**config.mk**
```make
export PLATFORM = sky130hd
export DESIGN_NAME = imm_encoder
export DESIGN_NICKNAME = d
export VERILOG_FILES = /design/src/rtl/imm_encoder.sv
export SDC_FILE = /design/constraint.sdc
export NUM_CORES = 1
export LEC_CHECK = 0
export ABC_AREA = 0
export CAP_MARGIN = 0
export CORE_UTILIZATION = 50
export DETAILED_ROUTE_END_ITERATION = 10
export GPL_TIMING_DRIVEN = 0
export PLACE_DENSITY = 0.93
export SYNTH_ARGS = -nofsm -noshare
export SYNTH_HDL_FRONTEND = slang
export SYNTH_SLANG_ARGS = --single-unit
```
**constraint.sdc**
```tcl
create_clock -name clk -period 2.1 [get_ports clk]
set_clock_uncertainty 0.05 [all_clocks]
set_input_delay 0.42 -clock clk [delete_from_list [all_inputs] [get_ports clk]]
set_output_delay 0.42 -clock clk [all_outputs]
set_load 0.005 [all_outputs]
```
**src/rtl/imm_encoder.sv**
```systemverilog
// rtl/imm_encoder.sv - scatters a signed immediate into an instruction word by ImmSrc type
//
// Ports:
//   clk, rst              clock; synchronous active-high reset
//   in_valid/in_ready     request handshake (in_imm, in_src, in_base)
//   in_imm                signed immediate (byte offset for B_T/J_T)
//   in_src                ImmSrc code: 111 L_T, 000 I_T, 001 S_T, 010 B_T,
//                         011 J_T, 100 U_T, 101 sra, 110 slli_srli
//   in_base               instruction with non-immediate fields already set
//   out_valid/out_ready   result handshake (out_instr, out_err)
//   out_instr             packed instruction
//   out_err               00 ok, 01 out of range, 10 misaligned
//   ok_count, err_count   saturating counts of delivered ok / error results
module imm_encoder #(
    parameter int CNT_W = 16
) (
    input  logic             clk,
    input  logic             rst,
    input  logic             in_valid,
    output logic             in_ready,
    input  logic [31:0]      in_imm,
    input  logic [2:0]       in_src,
    input  logic [31:0]      in_base,
    output logic             out_valid,
    input  logic             out_ready,
    output logic [31:0]      out_instr,
    output logic [1:0]       out_err,
    output logic [CNT_W-1:0] ok_count,
    output logic [CNT_W-1:0] err_count
);

    localparam logic [2:0] SRC_I   = 3'b000;
    localparam logic [2:0] SRC_S   = 3'b001;
    localparam logic [2:0] SRC_B   = 3'b010;
    localparam logic [2:0] SRC_J   = 3'b011;
    localparam logic [2:0] SRC_U   = 3'b100;
    localparam logic [2:0] SRC_SRA = 3'b101;
    localparam logic [2:0] SRC_SH  = 3'b110;
    localparam logic [2:0] SRC_L   = 3'b111;

    localparam logic [1:0] ERR_OK    = 2'b00;
    localparam logic [1:0] ERR_RANGE = 2'b01;
    localparam logic [1:0] ERR_ALIGN = 2'b10;

    localparam logic [CNT_W-1:0] CNT_ONE = {{(CNT_W-1){1'b0}}, 1'b1};

    // Stage 1 holding registers
    logic        s1_valid;
    logic [31:0] s1_imm;
    logic [2:0]  s1_src;
    logic [31:0] s1_base;
    logic [1:0]  s1_err;

    // Handshake
    logic s2_free;
    logic s1_move;
    logic accept;

    assign s2_free  = !out_valid || out_ready;
    assign s1_move  = s1_valid && s2_free;
    assign in_ready = !s1_valid || s1_move;
    assign accept   = in_valid && in_ready;

    // Range / alignment check on the incoming request
    logic signed [31:0] simm;
    logic               rng_ok;
    logic               misal;
    logic [1:0]         in_err;

    assign simm = in_imm;

    always_comb begin
        rng_ok = 1'b1;
        case (in_src)
            SRC_I, SRC_S:    rng_ok = (simm >= -32'sd2048)    && (simm <= 32'sd2047);
            SRC_L:           rng_ok = (simm >= -32'sd512)     && (simm <= 32'sd511);
            SRC_B:           rng_ok = (simm >= -32'sd2048)    && (simm <= 32'sd2046);
            SRC_J:           rng_ok = (simm >= -32'sd1048576) && (simm <= 32'sd1048574);
            SRC_SRA, SRC_SH: rng_ok = (simm >= 32'sd0)        && (simm <= 32'sd31);
            default:         rng_ok = 1'b1;
        endcase
    end

    assign misal  = (((in_src == SRC_B) || (in_src == SRC_J)) && in_imm[0])
                  || ((in_src == SRC_U) && (in_imm[11:0] != 12'd0));
    // Misalignment wins over range
    assign in_err = misal ? ERR_ALIGN : (!rng_ok ? ERR_RANGE : ERR_OK);

    // Packing of the stage-1 request
    logic [31:0] mask;
    logic [31:0] fields;
    logic [31:0] packed_word;

    always_comb begin
        mask   = 32'h0000_0000;
        fields = 32'h0000_0000;
        case (s1_src)
            SRC_I: begin
                mask   = 32'hFFF0_0000;
                fields = {s1_imm[11:0], 20'b0};
            end
            SRC_L: begin
                mask   = 32'hFFF0_0000;
                fields = {2'b00, s1_imm[9:0], 20'b0};
            end
            SRC_S: begin
                mask   = 32'hFE00_0F80;
                fields = {s1_imm[11:5], 13'b0, s1_imm[4:0], 7'b0};
            end
            SRC_B: begin
                // Bit 7 carries imm[11]; within the accepted range imm[11]
                // equals imm[12], so this matches the standard B layout.
                mask   = 32'hFE00_0F80;
                fields = {s1_imm[11], s1_imm[10:5], 13'b0, s1_imm[4:1], s1_imm[11], 7'b0};
            end
            SRC_J: begin
                mask   = 32'hFFFF_F000;
                fields = {s1_imm[20], s1_imm[10:1], s1_imm[11], s1_imm[19:12], 12'b0};
            end
            SRC_U: begin
                mask   = 32'hFFFF_F000;
                fields = {s1_imm[31:12], 12'b0};
            end
            SRC_SRA: begin
                mask   = 32'hFFF0_0000;
                fields = {7'b0100000, s1_imm[4:0], 20'b0};
            end
            SRC_SH: begin
                mask   = 32'hFFF0_0000;
                fields = {7'b0000000, s1_imm[4:0], 20'b0};
            end
            default: begin
                mask   = 32'h0000_0000;
                fields = 32'h0000_0000;
            end
        endcase
    end

    // Errored requests clear the immediate positions and keep the base fields
    assign packed_word = (s1_err == ERR_OK) ? ((s1_base & ~mask) | fields)
                                            : (s1_base & ~mask);

    always_ff @(posedge clk) begin
        if (rst) begin
            s1_valid  <= 1'b0;
            s1_imm    <= 32'h0;
            s1_src    <= 3'b000;
            s1_base   <= 32'h0;
            s1_err    <= ERR_OK;
            out_valid <= 1'b0;
            out_instr <= 32'h0;
            out_err   <= ERR_OK;
            ok_count  <= '0;
            err_count <= '0;
        end else begin
            if (accept) begin
                s1_valid <= 1'b1;
                s1_imm   <= in_imm;
                s1_src   <= in_src;
                s1_base  <= in_base;
                s1_err   <= in_err;
            end else if (s1_move) begin
                s1_valid <= 1'b0;
            end

            if (s1_move) begin
                out_valid <= 1'b1;
                out_instr <= packed_word;
                out_err   <= s1_err;
            end else if (out_ready) begin
                out_valid <= 1'b0;
            end

            if (out_valid && out_ready) begin
                if (out_err == ERR_OK) begin
                    if (ok_count != {CNT_W{1'b1}}) begin
                        ok_count <= ok_count + CNT_ONE;
                    end
                end else begin
                    if (err_count != {CNT_W{1'b1}}) begin
                        err_count <= err_count + CNT_ONE;
                    end
                end
            end
        end
    end

endmodule

```
Figure 1. I/O nets highlighted (run 1).
(2 px per um)
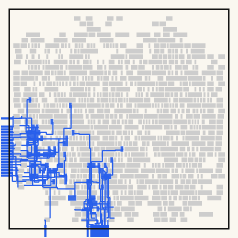
- blue: in_imm (bits 32; direction input; edge 20 left, 12 bottom; end cells 57; buffers 32; wire 1,200 um)

Figure 2. Placement view (run 1).
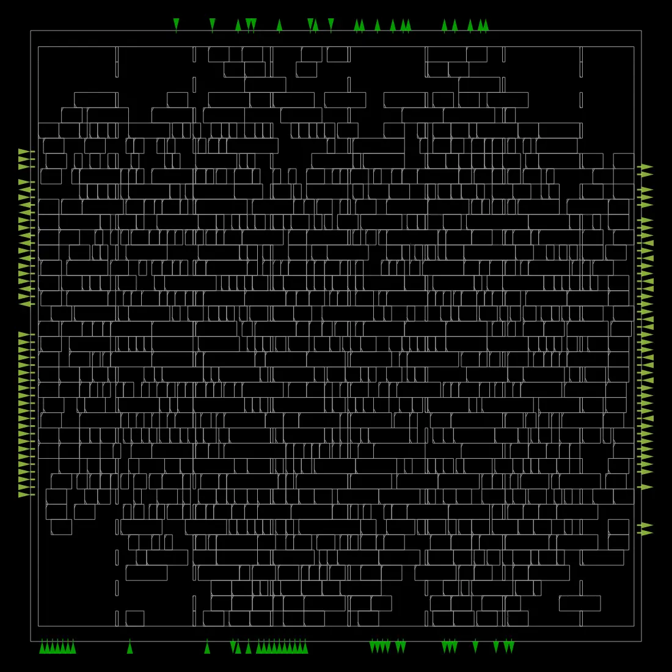
sequential cell area share: 33.1%
final cell count without fillers: 1,025

Figure 3. Pin map (run 1).
(4 px per um) Pins as bars across the die edge, other pins in grey.
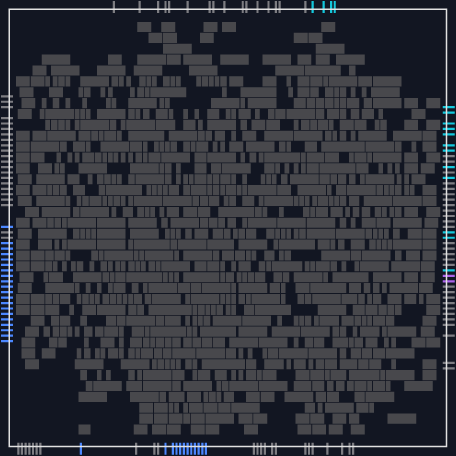
- cyan: ok_count (pins 16; direction output; edge 12 right, 4 top)
- purple: out_err (pins 2; direction output; edge right)
- blue: in_imm (pins 32; direction input; edge 20 left, 12 bottom)
- all pins by edge: 42 left, 42 right, 35 bottom, 20 top
IO buf count: 130
chip height: 109 um
Die Width: 109 um

==> results.txt, run 1 <==
yosys + openroad results -> status finished, final reports clean, R2R depth 5, detailed-router iteration count before antenna repair 8, Mean Syn Cell Area 7.95 um2, OpenROAD warnings 33, Layout Utilization 71.6%, Tot Pwr approximately 6.3 mW, Total Routing Usage GR 29.2%, Comb/total area a little under two fifths, Clock Sink Count approximately 130, post-route cell area between 7000 and 8000 um2, clock power share between 40% and 50%, Placed Area approximately 7200 um2, Yosys reg bits about 130, dpl ws -0.540 ns, Tapcells 140, async set-reset flop share out of synthesis 0%, Fmax ~490 MHz, Setup TNS 0 ns, Crit Path Max Fanout 3, # diodes 0, Slew HR roughly 46%, row count 38, Tmin final between 2 and 2.5 ns, top cell category logic gates, post-route setup slack between 0.05 and 0.06 ns, WHS between 0.4 and 0.5 ns, Setup crit end s1_err[0]$_SDFFE_PP0P_, total CTS buffers 17, signal buffers share of area between 10% and 20%, Yosys chip area roughly 5700 um2, Arrival @ worst endpoint approximately 2.3 ns, clkbuf count 23, core area approximately 11,000 um2, fill count roughly 800, worst hold path type reg -> reg, CTS tree yes, Top Layout Cells nand2_1 (170), dfxtp_1 (129), clkdlybuf4s50_1 (128)
-- run 1: worst max-delay path, cell delays in order --
cell	delay (ns)
clkdlybuf4s50_1	0.49
or4_4	0.57
nor3_4	0.23
nand3b_1	0.10
nor4bb_1	0.31
a2111oi_0	0.13
-- run 1: metal layers --
layer,up-vias,part of all wire (%),track usage [%]
li1,2840,-,-
met1,2846,40,36.4
met2,396,47,47.5
met3,69,9.5,6.69
met4,0,3.5,13.9
met5,-,0,0
-- run 1: what timing repair did --
| action | in CTS | in global routing |
|---|---|---|
| buffers inserted | 0 | 3 |
| gates resized | 3 | 9 |
| endpoints found under the setup margin | 49 | 8 |
| pin swaps | 1 | 1 |
| hold buffers | 0 | 0 |
-- run 1: cell families after synthesis --
| kind of cell | synth area share, % |
|---|---|
| and+or+nand+nor | 28.2 |
| AOI/OAI and AO/OA | 17.4 |
| DFF | 45.5 |
| buffers and inverters | 4.00 |
| xor gates and xnor gates | 3.37 |
| muxes | 1.07 |
| adders and majority gates | 0.437 |
-- run 1: state kept, by name, summed over array words and instances, names as in the netlist, 2 cells and up --
| name | cells |
|---|---|
| out_instr | 32 |
| s1_imm | 32 |
| s1_base | 25 |
| err_count | 16 |
| ok_count | 16 |
| s1_src | 3 |
| out_err | 2 |
| s1_err | 2 |
-- run 1: power by group through the flow --
stage / Clock, mW / Combinational [mW] / Sequential [mW]
3_5_place_dp: 0 / 0.621 / 2.70
3_3_place_gp: 0 / 0.605 / 2.69
4_1_cts: 3.03 / 0.629 / 2.65
2_1_floorplan: 0 / 0.309 / 2.68
6_report: 3.03 / 0.648 / 2.65
5_1_grt: 3.16 / 0.698 / 2.66
--- run 2 (diff from run 1) ---
--- a/config.mk
+++ b/config.mk
@@ -6,11 +6,13 @@
 export NUM_CORES = 1
 export LEC_CHECK = 0
 export ABC_AREA = 0
+export ABC_CLOCK_PERIOD_IN_PS = 2100
 export CAP_MARGIN = 0
 export CORE_UTILIZATION = 50
 export DETAILED_ROUTE_END_ITERATION = 10
 export GPL_TIMING_DRIVEN = 0
 export PLACE_DENSITY = 0.93
+export SETUP_SLACK_MARGIN = 0.3
 export SYNTH_ARGS = -nofsm -noshare
 export SYNTH_HDL_FRONTEND = slang
 export SYNTH_SLANG_ARGS = --single-unit
Figure 4. Placement view (run 2).
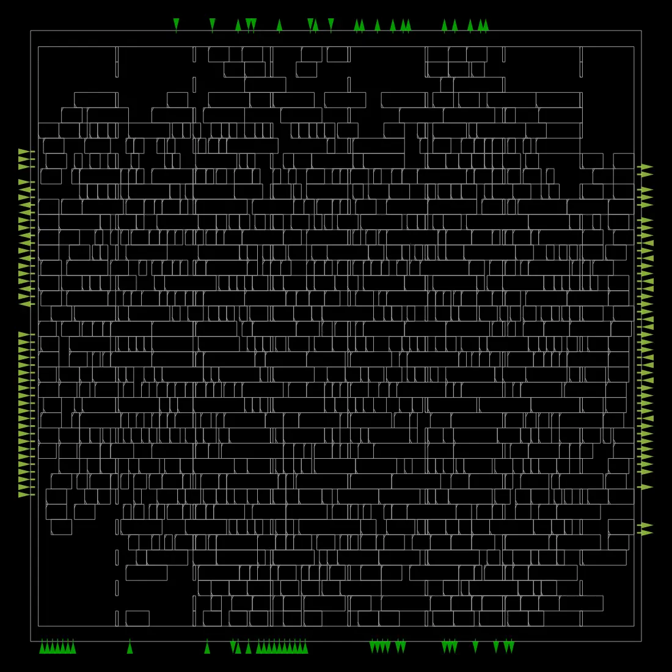
row count: 38
num sequential: 130
fill count: 736

Figure 5. The metal 2 layer (run 2).
(4 px per um)
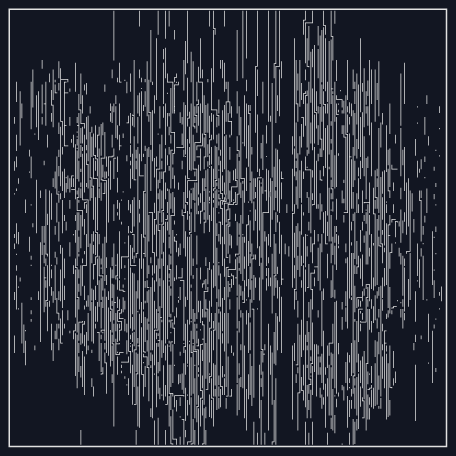
- longest straight run: 41.1 um
- share of all routed wire: 48%
- wire length on this layer: 8,780 um
- nets with wire on the layer: 822
- main direction: vertical

==> results.txt, run 2 <==
yosys + openroad results -> status finished, final reports clean (unchanged), Yosys reg bits 130 (unchanged), Total Routing Usage GR 30.3% (was 29.2%), clock power share 48.1% (was 47.8%), # diodes 0 (unchanged), Critical Path RT 2.32 ns (was 2.30 ns), Die Width 109 um (unchanged), WL met2 8780 um (was 8140 um), total CTS buffers 17 (unchanged), met3 routed WL 1660 um (was 1630 um), yosys xor share 3.37% (unchanged), largest net degree at the start of global routing 17 (unchanged), async set-reset flop share out of synthesis 0% (unchanged), mux share 1.07% (unchanged), worst hold path type in -> reg (was reg -> reg), clk latency late pin 0.42 ns (about the same), Post-synth EDFFs 0 (unchanged), Crit Path Max Fanout 3 (unchanged), core area 11,000 um2 (unchanged), P_comb 0.655 mW (was 0.648 mW), comb area leader simple AND/OR/NAND/NOR gates (unchanged), Yosys chip area 5720 um2 (unchanged), delay-heaviest family, CP simple AND/OR/NAND/NOR gates (unchanged), clock-net power 3.04 mW (was 3.03 mW), # IOs 139 (unchanged), synth top area cells dfxtp_1 (45%), nand2_1 (11%), a21oi_1 (7.1%), nor2_1 (4.4%), a311oi_1 (2.4%) (unchanged), Clock Sink Count 130 (unchanged), post-route cell area 8120 um2 (was 7860 um2), met1 Usage GRT 37.1% (was 36.4%), Arrival @ worst endpoint 2.11 ns (was 2.25 ns), Top Layout Cells nand2_1 (168), clkdlybuf4s50_1 (99), dfxtp_1 (95) (was nand2_1 (170), dfxtp_1 (129), clkdlybuf4s50_1 (128)), First DRT Iteration DRCs 612 (was 592), Adder Share, Synth 0.437% (unchanged), CTS tree yes (unchanged), yosys simple share 28.2% (unchanged), WHS 0.369 ns (was 0.405 ns), hold_buf cts 0 (unchanged), P_seq 2.63 mW (was 2.65 mW), Placed Area 7200 um2 (unchanged), crit path buf inv count 1 (unchanged), Slew HR 48.3% (was 46.1%), GR Util met2 48.4% (was 47.5%), Mean Syn Cell Area 7.95 um2 (unchanged), Post-Route WL 18,500 um (was 17,300 um), register share after synthesis 45.5% (unchanged), slowest cell on the critical path or4_4 (unchanged), slowest stage delay, CP 0.55 ns (was 0.57 ns), R2R depth 6 (was 5), IO buf count 130 (unchanged), largest registers out_instr (32), s1_imm (32), s1_base (25) (unchanged), busiest grt layer met2 (unchanged), CP Cell Sequence dlygate4sd2_1, or4_4, nor3_4, nand3b_1, nor4bb_1, a2111oi_2 (was clkdlybuf4s50_1, or4_4, nor3_4, nand3b_1, nor4bb_1, a2111oi_0), Tmin final 1.89 ns (was 2.05 ns), AND-OR/OR-AND Cells, Area Fraction 17.4% (unchanged), OpenROAD warnings 35 (was 33), Largest Pwr Group clock (unchanged), CP Depth 6 (unchanged), met3 GRT Util 7.53% (was 6.69%), highest metal layer with signal wires met4 (unchanged), wl on met1 7270 um (was 6890 um), Fmax 530 MHz (was 488 MHz)
run 2: netlist changes by cell type in the layout (fill, tap and decap cells not counted), sizes merged:
cell,change
clkdlybuf4s15,+1
clkbuf,+1
buf,+6
dlygate4sd2,+20
clkdlybuf4s50,-29
dlymetal6s2s,+7
run 2: final cells by class:
| type | count | area [um2] |
|---|---|---|
| Buffer | 41 | 195 |
| Clock buffer | 23 | 478 |
| Clock inverter | 9 | 129 |
| Fill cell | 736 | 2860 |
| Inverter | 17 | 63.8 |
| Multi-Input combinational cell | 532 | 3040 |
| Sequential cell | 130 | 2690 |
| Tap cell | 140 | 175 |
| Timing Repair Buffer | 139 | 1360 |
run 2: metrics by stage:
step / power, mW / setup slack (ns) / setup TNS, ns / utilization (%) / cells
floorplan: 2.99 / 0.316 / 0 / - / 720
global placement: 3.30 / -0.470 / -32.99 / 65.5 / 990
detailed placement: 3.32 / -0.540 / -37.46 / 65.5 / 990
CTS: 6.30 / 0.229 / 0 / 72.4 / 1026
global route: 6.51 / 0.187 / 0 / 74.0 / 1031
finish: 6.33 / 0.214 / 0 / 74.0 / 1031
run 2: worst max-delay path by stage:
stage                                 startpoint                          to  slack [ns]
after global placement                 out_ready      s1_src[2]$_SDFFE_PP0P_       -0.47
after global routing      s1_src[1]$_SDFFE_PP0P_  out_instr[24]$_SDFFE_PP0P_        0.19
after floorplan                       in_imm[26]      s1_err[0]$_SDFFE_PP0P_        0.32
after CTS                 out_valid$_SDFFE_PP0P_                    in_ready        0.23
final                                 in_imm[20]      s1_err[0]$_SDFFE_PP0P_        0.21
after detailed placement               out_ready     s1_base[0]$_SDFFE_PP0P_       -0.54
run 2: what timing repair did:
item,in CTS,in global routing
resized,88,67
pin swaps,8,4
endpoints found under the setup margin,143,107
setup buffers,4,5
Power is estimated from default activity; no workload was simulated.
